===== src/rtl/systolic_pkg.sv =====
// Shared types and constants for the systolic array result path.
//   ACC_WIDTH_DEF : default accumulator width of the 2x2 array results
//   elem_idx_t    : element index within a 2x2 tile, {row,col}
//   tile_t        : one whole 2x2 result tile at the default width
//   drain_state_t : drain FSM state, with constants ST_IDLE / ST_STREAM
package systolic_pkg;

    localparam int unsigned ACC_WIDTH_DEF = 9;

    typedef enum logic [1:0] {
        E00 = 2'd0,
        E01 = 2'd1,
        E10 = 2'd2,
        E11 = 2'd3
    } elem_idx_t;

    typedef struct packed {
        logic [ACC_WIDTH_DEF-1:0] c00;
        logic [ACC_WIDTH_DEF-1:0] c01;
        logic [ACC_WIDTH_DEF-1:0] c10;
        logic [ACC_WIDTH_DEF-1:0] c11;
    } tile_t;

    typedef logic [0:0] drain_state_t;
    localparam drain_state_t ST_IDLE   = 1'b0;
    localparam drain_state_t ST_STREAM = 1'b1;

endpackage


===== src/rtl/systolic_result_drain_if.sv =====
// Bundle of the tile capture side and the element stream side of the result drain.
//   master modport : the environment (array + writeback stage + control)
//   slave  modport : the drain block itself
// Signals:
//   tile_valid, c00..c11 : one-cycle tile pulse from the array with its four results
//   clr_ovf              : clear the sticky overflow flag
//   out_valid/out_ready  : element stream handshake
//   out_data/out_idx     : element value and {row,col} index
//   out_last             : last element of the tile
//   tile_count           : tiles held, including the one being streamed
//   overflow             : sticky tile-dropped flag
interface systolic_result_drain_if #(
    parameter int unsigned ACC_WIDTH  = systolic_pkg::ACC_WIDTH_DEF,
    parameter int unsigned OUT_WIDTH  = systolic_pkg::ACC_WIDTH_DEF,
    parameter int unsigned TILE_DEPTH = 2
);
    localparam int unsigned CNT_WIDTH = $clog2(TILE_DEPTH + 1);

    logic                  tile_valid;
    logic [ACC_WIDTH-1:0]  c00;
    logic [ACC_WIDTH-1:0]  c01;
    logic [ACC_WIDTH-1:0]  c10;
    logic [ACC_WIDTH-1:0]  c11;
    logic                  clr_ovf;
    logic                  out_valid;
    logic                  out_ready;
    logic [OUT_WIDTH-1:0]  out_data;
    logic [1:0]            out_idx;
    logic                  out_last;
    logic [CNT_WIDTH-1:0]  tile_count;
    logic                  overflow;

    modport master (
        output tile_valid, c00, c01, c10, c11, clr_ovf, out_ready,
        input  out_valid, out_data, out_idx, out_last, tile_count, overflow
    );

    modport slave (
        input  tile_valid, c00, c01, c10, c11, clr_ovf, out_ready,
        output out_valid, out_data, out_idx, out_last, tile_count, overflow
    );

endinterface


===== src/rtl/tile_fifo.sv =====
// Register FIFO of whole tiles. A push is accepted when not full, or when full and the head
// is popped at the same edge. Pops of an empty FIFO are ignored.
// Ports:
//   clk, rst   : clock, synchronous active-high reset
//   i_push     : push request, i_data is the tile
//   i_pop      : pop request for the head entry
//   o_push_ok  : push is accepted at this edge
//   o_head     : head entry (don't-care when empty)
//   o_count    : entries held
module tile_fifo #(
    parameter int unsigned WIDTH = 36,
    parameter int unsigned DEPTH = 2
) (
    input  logic                         clk,
    input  logic                         rst,
    input  logic                         i_push,
    input  logic                         i_pop,
    input  logic [WIDTH-1:0]             i_data,
    output logic                         o_push_ok,
    output logic [WIDTH-1:0]             o_head,
    output logic [$clog2(DEPTH+1)-1:0]   o_count
);
    localparam int unsigned PTR_W = $clog2(DEPTH);
    localparam int unsigned CNT_W = $clog2(DEPTH + 1);

    logic [WIDTH-1:0] r_mem [DEPTH];
    logic [PTR_W-1:0] r_wptr;
    logic [PTR_W-1:0] r_rptr;
    logic [CNT_W-1:0] r_count;
    logic             w_full;
    logic             w_empty;
    logic             w_pop_ok;

    assign w_full    = (r_count == CNT_W'(DEPTH));
    assign w_empty   = (r_count == '0);
    assign w_pop_ok  = i_pop && !w_empty;
    assign o_push_ok = i_push && (!w_full || w_pop_ok);
    assign o_head    = r_mem[r_rptr];
    assign o_count   = r_count;

    always_ff @(posedge clk) begin
        if (o_push_ok) begin
            r_mem[r_wptr] <= i_data;
        end
    end

    // DEPTH is a power of two, so the pointers wrap on their own.
    always_ff @(posedge clk) begin
        if (rst) begin
            r_wptr  <= '0;
            r_rptr  <= '0;
            r_count <= '0;
        end else begin
            if (o_push_ok) begin
                r_wptr <= r_wptr + PTR_W'(1);
            end
            if (w_pop_ok) begin
                r_rptr <= r_rptr + PTR_W'(1);
            end
            case ({o_push_ok, w_pop_ok})
                2'b10:   r_count <= r_count + CNT_W'(1);
                2'b01:   r_count <= r_count - CNT_W'(1);
                default: r_count <= r_count;
            endcase
        end
    end

endmodule


===== src/rtl/systolic_result_drain.sv =====
// Captures 2x2 result tiles from the systolic array on its valid pulse, buffers whole tiles
// and streams each tile as four elements c00,c01,c10,c11 over a valid/ready interface.
// Tiles that arrive while the buffer is full (and no head pop frees a slot) are dropped and
// flagged in a sticky overflow bit.
// Ports:
//   clk, rst : clock, synchronous active-high reset
//   bus      : systolic_result_drain_if.slave (tile input, element stream, status)
// Configuration:
//   RESULT_SAT_EN defined : out_data clamps to 2**OUT_WIDTH-1 when the result exceeds it
//   RESULT_SAT_EN absent  : out_data is the low OUT_WIDTH bits of the result
module systolic_result_drain
    import systolic_pkg::*;
#(
    parameter int unsigned ACC_WIDTH  = ACC_WIDTH_DEF,
    parameter int unsigned OUT_WIDTH  = ACC_WIDTH_DEF,
    parameter int unsigned TILE_DEPTH = 2
) (
    input  logic                   clk,
    input  logic                   rst,
    systolic_result_drain_if.slave bus
);
    localparam int unsigned CNT_WIDTH = $clog2(TILE_DEPTH + 1);

    logic [3:0][ACC_WIDTH-1:0] w_wr_tile;
    logic [3:0][ACC_WIDTH-1:0] w_head;
    logic [CNT_WIDTH-1:0]      w_count;
    logic                      w_xfer;
    logic                      w_pop;
    logic                      w_push;
    logic                      w_drop;
    drain_state_t              r_state;
    drain_state_t              w_state_d;
    elem_idx_t                 r_idx;
    logic                      r_ovf;

    // Element k of the packed tile is the element with out_idx == k.
    assign w_wr_tile = {bus.c11, bus.c10, bus.c01, bus.c00};

    assign w_xfer = (r_state == ST_STREAM) && bus.out_ready;
    assign w_pop  = w_xfer && (r_idx == E11);
    assign w_drop = bus.tile_valid && !w_push;

    tile_fifo #(
        .WIDTH (4 * ACC_WIDTH),
        .DEPTH (TILE_DEPTH)
    ) u_tile_fifo (
        .clk       (clk),
        .rst       (rst),
        .i_push    (bus.tile_valid),
        .i_pop     (w_pop),
        .i_data    (w_wr_tile),
        .o_push_ok (w_push),
        .o_head    (w_head),
        .o_count   (w_count)
    );

    // STREAM is held exactly while the FIFO holds at least one tile.
    always_comb begin
        w_state_d = r_state;
        case (r_state)
            ST_IDLE: begin
                if (w_push) begin
                    w_state_d = ST_STREAM;
                end
            end
            ST_STREAM: begin
                if (w_pop && !w_push && (w_count == CNT_WIDTH'(1))) begin
                    w_state_d = ST_IDLE;
                end
            end
            default: w_state_d = ST_IDLE;
        endcase
    end

    always_ff @(posedge clk) begin
        if (rst) begin
            r_state <= ST_IDLE;
            r_idx   <= E00;
            r_ovf   <= 1'b0;
        end else begin
            r_state <= w_state_d;
            // Wraps 3 -> 0 on the last element, which is also the pop.
            if (w_xfer) begin
                r_idx <= elem_idx_t'(r_idx + 2'd1);
            end
            // A drop at the same edge as a clear leaves the flag set.
            if (w_drop) begin
                r_ovf <= 1'b1;
            end else if (bus.clr_ovf) begin
                r_ovf <= 1'b0;
            end
        end
    end

`ifdef RESULT_SAT_EN
    localparam logic [ACC_WIDTH-1:0] MAX_OUT = ACC_WIDTH'((33'd1 << OUT_WIDTH) - 33'd1);
    assign bus.out_data = (w_head[r_idx] > MAX_OUT) ? OUT_WIDTH'(MAX_OUT)
                                                    : OUT_WIDTH'(w_head[r_idx]);
`else
    assign bus.out_data = OUT_WIDTH'(w_head[r_idx]);
`endif

    assign bus.out_valid  = (r_state == ST_STREAM);
    assign bus.out_idx    = r_idx;
    assign bus.out_last   = (r_state == ST_STREAM) && (r_idx == E11);
    assign bus.tile_count = w_count;
    assign bus.overflow   = r_ovf;

endmodule

===== src/flat_wrapper.sv =====
// flat-port wrapper written by rule: the top's interface ports become plain ports
module systolic_result_drain_flat import systolic_pkg::*;
#(
    parameter int unsigned ACC_WIDTH  = ACC_WIDTH_DEF,
    parameter int unsigned OUT_WIDTH  = ACC_WIDTH_DEF,
    parameter int unsigned TILE_DEPTH = 2
)
  (clk, rst, bus_tile_valid, bus_c00, bus_c01, bus_c10, bus_c11, bus_clr_ovf, bus_out_ready, bus_out_valid, bus_out_data, bus_out_idx, bus_out_last, bus_tile_count, bus_overflow);
  systolic_result_drain_if #(.ACC_WIDTH(ACC_WIDTH), .OUT_WIDTH(OUT_WIDTH), .TILE_DEPTH(TILE_DEPTH)) bus_i ();
  input  logic clk;
  input  logic rst;
  input wire logic [$bits(bus_i.tile_valid)-1:0] bus_tile_valid;
  input wire logic [$bits(bus_i.c00)-1:0] bus_c00;
  input wire logic [$bits(bus_i.c01)-1:0] bus_c01;
  input wire logic [$bits(bus_i.c10)-1:0] bus_c10;
  input wire logic [$bits(bus_i.c11)-1:0] bus_c11;
  input wire logic [$bits(bus_i.clr_ovf)-1:0] bus_clr_ovf;
  input wire logic [$bits(bus_i.out_ready)-1:0] bus_out_ready;
  output wire logic [$bits(bus_i.out_valid)-1:0] bus_out_valid;
  output wire logic [$bits(bus_i.out_data)-1:0] bus_out_data;
  output wire logic [$bits(bus_i.out_idx)-1:0] bus_out_idx;
  output wire logic [$bits(bus_i.out_last)-1:0] bus_out_last;
  output wire logic [$bits(bus_i.tile_count)-1:0] bus_tile_count;
  output wire logic [$bits(bus_i.overflow)-1:0] bus_overflow;
  assign bus_i.tile_valid = bus_tile_valid;
  assign bus_i.c00 = bus_c00;
  assign bus_i.c01 = bus_c01;
  assign bus_i.c10 = bus_c10;
  assign bus_i.c11 = bus_c11;
  assign bus_i.clr_ovf = bus_clr_ovf;
  assign bus_i.out_ready = bus_out_ready;
  assign bus_out_valid = bus_i.out_valid;
  assign bus_out_data = bus_i.out_data;
  assign bus_out_idx = bus_i.out_idx;
  assign bus_out_last = bus_i.out_last;
  assign bus_tile_count = bus_i.tile_count;
  assign bus_overflow = bus_i.overflow;
  systolic_result_drain #(.ACC_WIDTH(ACC_WIDTH), .OUT_WIDTH(OUT_WIDTH), .TILE_DEPTH(TILE_DEPTH)) u_core (.clk(clk), .rst(rst), .bus(bus_i));
endmodule

===== config.mk =====
export PLATFORM = sky130hd
export DESIGN_NAME = systolic_result_drain_flat
export DESIGN_NICKNAME = d
export VERILOG_FILES = /design/src/rtl/systolic_pkg.sv /design/src/rtl/systolic_result_drain_if.sv /design/src/rtl/tile_fifo.sv /design/src/rtl/systolic_result_drain.sv /design/src/flat_wrapper.sv
export SDC_FILE = /design/constraint.sdc
export NUM_CORES = 1
export LEC_CHECK = 0
export ABC_CLOCK_PERIOD_IN_PS = 4200
export CAP_MARGIN = 20
export CORE_MARGIN = 2
export CORE_UTILIZATION = 35
export DETAILED_ROUTE_END_ITERATION = 10
export PLACE_DENSITY = 0.67
export SYNTH_ARGS = -nofsm -noshare
export SYNTH_HDL_FRONTEND = slang
export SYNTH_SLANG_ARGS = --single-unit

===== constraint.sdc =====
create_clock -name clk -period 4.2 [get_ports clk]
set_clock_uncertainty 0.1 [all_clocks]
set_input_delay 0.84 -clock clk [delete_from_list [all_inputs] [get_ports clk]]
set_output_delay 0.84 -clock clk [all_outputs]
set_load 0.05 [all_outputs]

==> notes.md, run 1 <==
impl run done, here's what came out: worst relative slew slack=0.413, switching share of power=0.230, DR iter-0 viols=approximately 68, total grt overflow=0, Avg Inst Size Synth=approximately 21 sq um, CTS Buf Count=9, clock power share=0.351, worst vdd ir=approximately 0.19 mV, Tool Warnings=28, Post-DP HPWL=~3600 microns, ys cells=between 150 and 200, part of the power in registers=0.513, core footprint=~9100 sq um, crit path DAT=~2.6 ns, period utilisation layout=0.836, # diodes=0, Pwr Density=453 nW/um^2, vias in the first global route=roughly 1.8k, EDFF count, synth=72, row count=35, fraction of layout cells with a size suffix above 1=0.133, design internal power=about 0.0015 W, PortBufs=~56, slack of the worst reg-to-reg path=around 1.3 ns, Die Span Y=about 100 microns, RSZ-0062 raised after global routing=no, Hold EP=u_core.bus.overflow$_SDFFE_PP0P_, Fin Hold WS=between 0.3 and 0.4 ns, pre-CTS worst setup slack=around 1 ns, Synth Area in Adders=0.0194, worst hold path class=reg2reg, antenna violations before repair=0, Crit. End Element=output pin, Max clock buf depth=2, Primary FF master, synth=edfxtp_1, Synth Instances=~160, Sink Count=between 80 and 90, clock-pin slew on the worst setup and hold paths=about 0.080 ns, hold-fix buffer count after cts=0, Detailed Routing Iterations Pass 1=4, Die Size=between 10,000 and 15,000 sq um, Seq share, synth=0.726, via count=about 1.7k, yosys simple share=0.0287, routability congestion estimate from global placement=~0.74, CTS resizes=0, Root Driver=clkbuf_8, antenna-violating nets left=0, worst slew pin tran=between 0.8 and 0.9 ns, Tot GR Track Use=0.118, Critical Path Fanout Max=18, Startpoint Class=flip-flop, CTS tree=built, XORs/XNORs by Area=0.0109, leakage=1.41 nW, outcome=completed, Top cell area share=0.670, setup ws final=roughly 0.7 ns, Worst Path Class, Setup=reg2out, fill count=816, Hold Path Origin=u_core.bus.overflow$_SDFFE_PP0P_, Comb pwr share=0.136, # IOs=between 50 and 60, crit path DRT=3.26 ns, Synth logic family=multiplexers, YS chip area=~3200 sq um, MUX area fraction=0.178, area leader, netlist=edfxtp_1, H-tree depth=3, Init Core Util=0.354, most frequent cells after synthesis=edfxtp_1 (72), mux4_1 (18), dfxtp_1 (9), mux2_2 (9), nor2_1 (9), Routed WL per cell=around 17 microns, Psw=about 0.00043 W, Placed Area=3930 sq um, Post-CTS Setup Repair Bufs=0, Die Width=around 100 microns, fin crit period=between 3 and 4 ns, Flops after synth=between 80 and 90, hold path depth=2, nets=about 270, first-pass GRT wire length=between 8000 and 9000 microns, Max Freq=~280 MHz, FF-to-FF path depth=5, via density per instance=between 4 and 5, Final Cell Area=about 4200 sq um, syn nets=between 200 and 250, max cap viols=0, AO/OA Area Share=0.0143, Cell variety after synth=25, Setup violations, final=0, synth-to-layout area growth=29.3%, Synth Warn #=0, reg2reg start=u_core.bus.out_idx[1]$_SDFFE_PP0P_, most frequent cell after synthesis=edfxtp_1, Final Hold Fails=0, clk_lat worst skew=about 0.33 ns, DRC=0, Crit Reg-Reg Endpoint=u_core.u_tile_fifo.r_mem[1][22]$_DFFE_PP_, WL final=between 5000 and 6000 microns, fin. max-slew vios=0, largest net degree at the start of global routing=37, top post-synthesis cells by area=edfxtp_1 (67%), mux4_1 (15%), dfxtp_1 (5.6%), mux2_2 (3.1%), ha_1 (1.9%), Mapped Area=between 3000 and 4000 sq um, Setup TNS=0 ns, Synth async-reset ratio=0
[run 1: layout by cell type (no fill, tap or decap), drive strengths merged, types with 3 or more instances in the layout]
| cell type | n |
|---|---|
| clkinv | 3 |
| nand2 | 5 |
| clkdlybuf4s50 | 56 |
| dfxtp | 9 |
| clkbuf | 9 |
| mux2 | 9 |
| bufinv | 3 |
| xor2 | 3 |
| ha | 5 |
| inv | 6 |
| edfxtp | 72 |
| buf | 4 |
| nor2 | 9 |
| mux4 | 18 |
[run 1: routing by layer]
metal | vias to the layer above | part of all wire | GRT usage
met5 | - | 0 | 0
met4 | 0 | 0.0059 | 0.0601
met3 | 2 | 0.041 | 0.0292
met2 | 40 | 0.52 | 0.204
met1 | 840 | 0.43 | 0.137
li1 | 774 | - | -
[run 1: power groups by stage]
stage | registers [W] | logic (W) | clock network [W]
after floorplan | 0.000999 | 0.000136 | 0
after global placement | 0.000985 | 0.000257 | 0
after detailed placement | 0.000989 | 0.000262 | 0
after CTS | 0.000971 | 0.000263 | 0.000690
after global routing | 0.000976 | 0.000275 | 0.000726
final | 0.000970 | 0.000257 | 0.000665
[run 1: logic make-up after synthesis]
logic type | count (synthesis)
flops | 81
mux | 27
simple gates | 20
buf+inv | 13
compound gates | 7
fa+ha+maj | 5
xor+xnor | 4
[run 1: metrics by stage]
stage | total power (W) | instances | utilization
after floorplan | 0.00113 | 157 | -
after global placement | 0.00124 | 321 | 0.432
after detailed placement | 0.00125 | 321 | 0.432
after CTS | 0.00192 | 337 | 0.458
after global routing | 0.00198 | 337 | 0.458
final | 0.00189 | 337 | 0.458
[run 1: cell type report]
class,instances,area [sq um],area share
Clock buffer,9,124,0.0297
Clock inverter,7,119,0.0285
Inverter,6,22.5,0.00539
Multi-Input combinational cell,63,826,0.198
Sequential cell,81,2340,0.561
Tap cell,111,139,0.0333
Timing Repair Buffer,60,603,0.144
[run 1: worst max path at each step]
stage	slack (ns)	cells after the start	end
2_1_floorplan	0.52	6	u_core.u_tile_fifo.r_mem[0][0]$_DFFE_PP_
6_report	0.69	4	bus_out_data[5]
4_1_cts	0.63	4	bus_out_data[5]
3_5_place_dp	1.0	5	u_core.u_tile_fifo.r_mem[0][17]$_DFFE_PP_
3_3_place_gp	1.05	5	u_core.u_tile_fifo.r_mem[1][31]$_DFFE_PP_
5_1_grt	0.59	4	bus_out_data[5]
[run 1: sequential cells by signal, summed over array words and instances, names as in the netlist, named ones only]
| name | count |
|---|---|
| u_core.u_tile_fifo.r_rptr | 1 |
| u_core.u_tile_fifo.r_mem | 72 |
| u_core.u_tile_fifo.r_wptr | 1 |
| u_core.bus.overflow | 1 |
| u_core.bus.out_valid | 1 |
| u_core.u_tile_fifo.o_count | 2 |
| u_core.bus.out_idx | 2 |
[run 1: critical path, cell delays in order, from the launching register on]
cell,delay [ns]
dfxtp_1,0.32
buf_4,0.31
mux4_1,0.61
mux2_2,0.28
clkdlybuf4s50_1,0.71
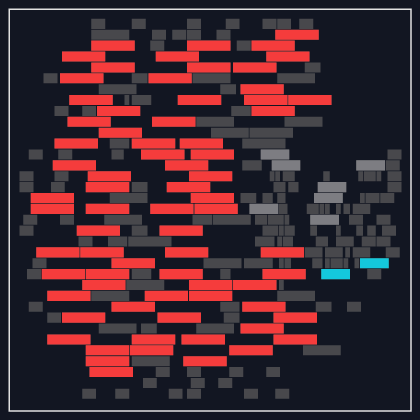
*Where the registers sit, run 1*
Drawn at 4 px/micron. Other sequential cells in the stronger grey, the rest of the logic in the fainter grey.
- cyan: u_core.u_tile_fifo.o_count (flops 2)
- red: u_core.u_tile_fifo.r_mem (flops 72)
- not coloured: 7

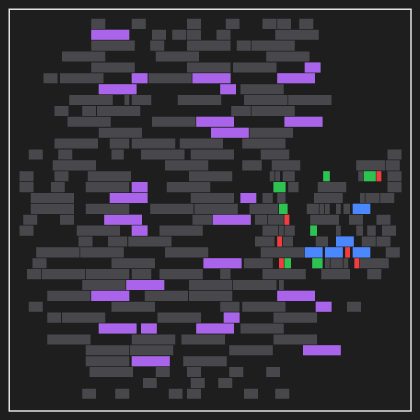
*Gate-type map, run 1*
Drawn at 4 px/micron.
- purple: multiplexers (cells 27; most used mux4_1)
- red: inverters (cells 6; most used inv_1; where east)
- blue: adder and majority cells (cells 5; most used ha_1; where east)
- green: inverting AOI/OAI gates (cells 7; most used a21oi_1; where east)

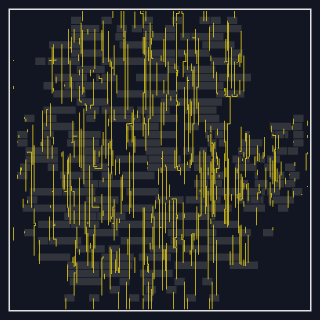
*Met2 routing, run 1*
Drawn at 3 px/micron. Cells faint in the background.
- nets with wire on the layer: 245
- wire length on this layer: 2,940 microns
- longest straight run: 46.2 microns
- main direction: vertical
- share of all routed wire: 52%

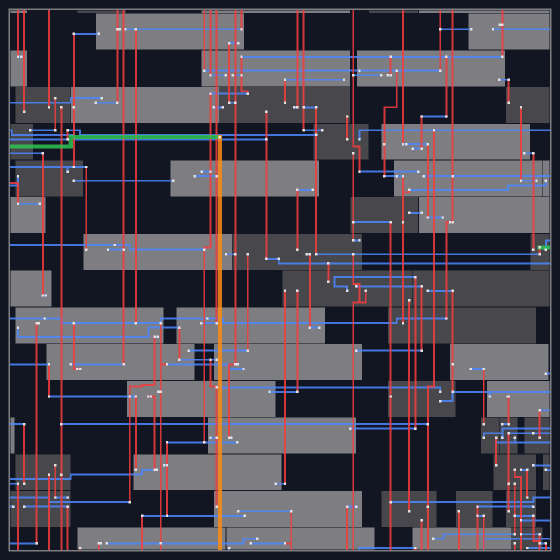
*Close-up of the layout, run 1*
Region (30, 50) to (70, 90) microns. Cells in grey, sequential cells in the stronger grey; small squares are vias.
- blue: met1
- red: met2
- green: met3
- orange: met4
- sequential cells in the window: 23
- most frequent: edfxtp_1 (20), mux2_2 (4)
- netlist names of flops here include: u_core.u_tile_fifo.r_mem (20)
- cells with their middle in the window: 42

==> run 2, diff against run 1 <==
--- a/config.mk
+++ b/config.mk
@@ -5,7 +5,7 @@
 export SDC_FILE = /design/constraint.sdc
 export NUM_CORES = 1
 export LEC_CHECK = 0
-export ABC_CLOCK_PERIOD_IN_PS = 4200
+export ABC_CLOCK_PERIOD_IN_PS = 3300
 export CAP_MARGIN = 20
 export CORE_MARGIN = 2
 export CORE_UTILIZATION = 35
==> constraint.sdc (replaced) <==
create_clock -name clk -period 3.3 [get_ports clk]
set_clock_uncertainty 0.1 [all_clocks]
set_input_delay 0.66 -clock clk [delete_from_list [all_inputs] [get_ports clk]]
set_output_delay 0.66 -clock clk [all_outputs]
set_load 0.05 [all_outputs]
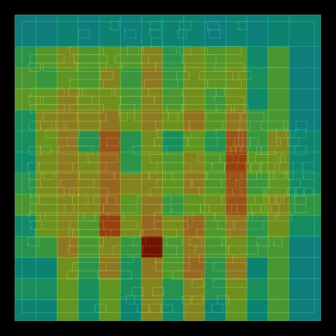
*Congestion heat map, run 2*
Tot GR Track Use: 0.114
Finished Core Util: 0.452
met1 usage: 0.125
GRT busiest layer: met2

==> notes.md, run 2 <==
impl run done, here's what came out: syn nets=roughly 200, Routed WL per cell=~15 microns, fin crit period=~2.9 ns, Mapped Area=3230 sq um, ys cells=157, Crit path max-delay family=multiplexers, synth-to-layout area growth=27.6%, setup ws final=0.437 ns, CTS resizes=0, Hold EP=u_core.bus.overflow$_SDFFE_PP0P_, Tool Warnings=29, Avg Inst Size Synth=~20 sq um, Synth Warn #=0, Top reg by flops=u_core.u_tile_fifo.r_mem, period utilisation layout=0.868, Max clock buf depth=2, clock-pin slew on the worst setup and hold paths=0.08 ns, crit path DAT=approximately 2.1 ns, most instantiated logic cell after routing=edfxtp_1, Synth Area in Adders=0.0194, antenna violations before repair=0, Final Cell Area=slightly above 4000 sq um, worst slew pin tran=roughly 0.49 ns, Crit Reg-Reg Endpoint=u_core.u_tile_fifo.o_count[0]$_SDFFE_PP0P_, slowest CP cell=mux4_1, worst hold path class=reg2reg, Seq share, synth=0.726, Init Core Util=0.354, via count=1,612, Hold Path Origin=u_core.bus.overflow$_SDFFE_PP0P_, Synth logic family=multiplexers, Flops after synth=approximately 81, worst relative slew slack=0.670, Detailed Routing Iterations Pass 1=4, row count=35, YS chip area=approximately 3200 sq um, worst vdd ir=roughly 0.35 mV, Setup TNS=0 ns, DR iter-0 viols=between 80 and 90, # diodes=0, area leader, netlist=edfxtp_1, most frequent cells after synthesis=edfxtp_1 (72), mux4_1 (18), dfxtp_1 (9), mux2_2 (9), nor2_1 (9), CP Cell Sequence=buf_12 -> mux4_1 -> mux2_2 -> buf_4, fin. max-slew vios=0, Setup violations, final=0, outcome=completed, # IOs=57, reg2reg start=u_core.u_tile_fifo.o_count[0]$_SDFFE_PP0P_, buffer and inverter count on the worst path=2, Post-CTS Setup Repair Bufs=0, Die Width=roughly 100 microns, Placed Area=just under 4000 sq um, core footprint=around 9100 sq um, Sink Count=between 80 and 90, hold path depth=2, pre-CTS worst setup slack=~0.65 ns, hold-fix buffer count after cts=0, Root Driver=clkbuf_8, Die Span Y=between 100 and 150 microns, PortBufs=between 50 and 60, slack of the worst reg-to-reg path=between 1 and 1.5 ns
-- run 2: cell count changes in the layout (fill, tap and decap cells not counted) --
cell	before	now
buf_12	1	3
clkdlybuf4s50_1	56	46
buf_4	3	13
bufinv_16	3	0
clkinvlp_4	1	3
inv_6	0	1
clkbuf_1	0	1
clkinv_4	2	1
-- run 2: area by class of cell --
type / count / area (sq um)
Multi-Input combinational cell: 63 / 826
Clock buffer: 10 / 128
Tap cell: 111 / 139
Inverter: 6 / 22.5
Fill cell: 798 / 4990
Clock inverter: 6 / 43.8
Timing Repair Buffer: 62 / 618
Sequential cell: 81 / 2340
-- run 2: logic make-up (layout without fill, tap and decap cells) --
| logic type | after synthesis | after routing |
|---|---|---|
| flip-flops | 81 | 81 |
| multiplexers | 27 | 27 |
| AND/OR/NAND/NOR | 20 | 20 |
| buffers and inverters | 13 | 84 |
| AND-OR/OR-AND | 7 | 7 |
| adder cells (fa/ha/maj) | 5 | 5 |
| XOR/XNOR | 4 | 4 |
-- run 2: per-stage QoR --
step	utilization	total power, W	instances
after floorplan	-	0.00144	157
after global routing	0.452	0.00229	339
after CTS	0.452	0.00221	339
final	0.452	0.00218	339
after global placement	0.433	0.00158	323
after detailed placement	0.433	0.00159	323
-- run 2: how the worst max path moves through the flow --
stage                                                     startpoint                                    endpoint  slack (ns)  depth (start not counted)
final                                                      flip-flop                             bus_out_data[0]        0.44                          4
after global routing                                       flip-flop                             bus_out_data[0]        0.33                          4
after CTS                                                  flip-flop                             bus_out_data[0]        0.39                          4
after detailed placement                               bus_out_ready  u_core.u_tile_fifo.o_count[0]$_SDFFE_PP0P_        0.65                          7
after global placement                                 bus_out_ready  u_core.u_tile_fifo.o_count[0]$_SDFFE_PP0P_        0.72                          7
after floorplan           u_core.u_tile_fifo.o_count[0]$_SDFFE_PP0P_    u_core.u_tile_fifo.r_mem[0][0]$_DFFE_PP_       -0.38                          6
-- run 2: per-layer routing --
layer / global-route usage / vias up / routed length [microns]
met3: 0.0536 / 7 / 330
met2: 0.196 / 40 / 2750
met5: 0 / - / 0
met4: 0.0379 / 0 / 74
met1: 0.125 / 794 / 2050
li1: - / 771 / -
-- run 2: power by group --
group	internal [W]	leakage, nW	switching, W
combinational	0.000146	0.577	0.000183
sequential	0.00121	0.745	0.0000233
clock	0.000274	0.0765	0.000344
-- run 2: worst reg2reg max path, cell delays in order, from the launching register on --
cell and delay (ns):
dfxtp_1 0.42, inv_1 0.09, ha_1 0.19, and4b_1 0.39, o21ai_0 0.12, buf_4 0.17, ha_1 0.34, xor2_1 0.17
nor2_1 0.05
Power figures rest on the tool's default switching activity, not on a simulated workload.
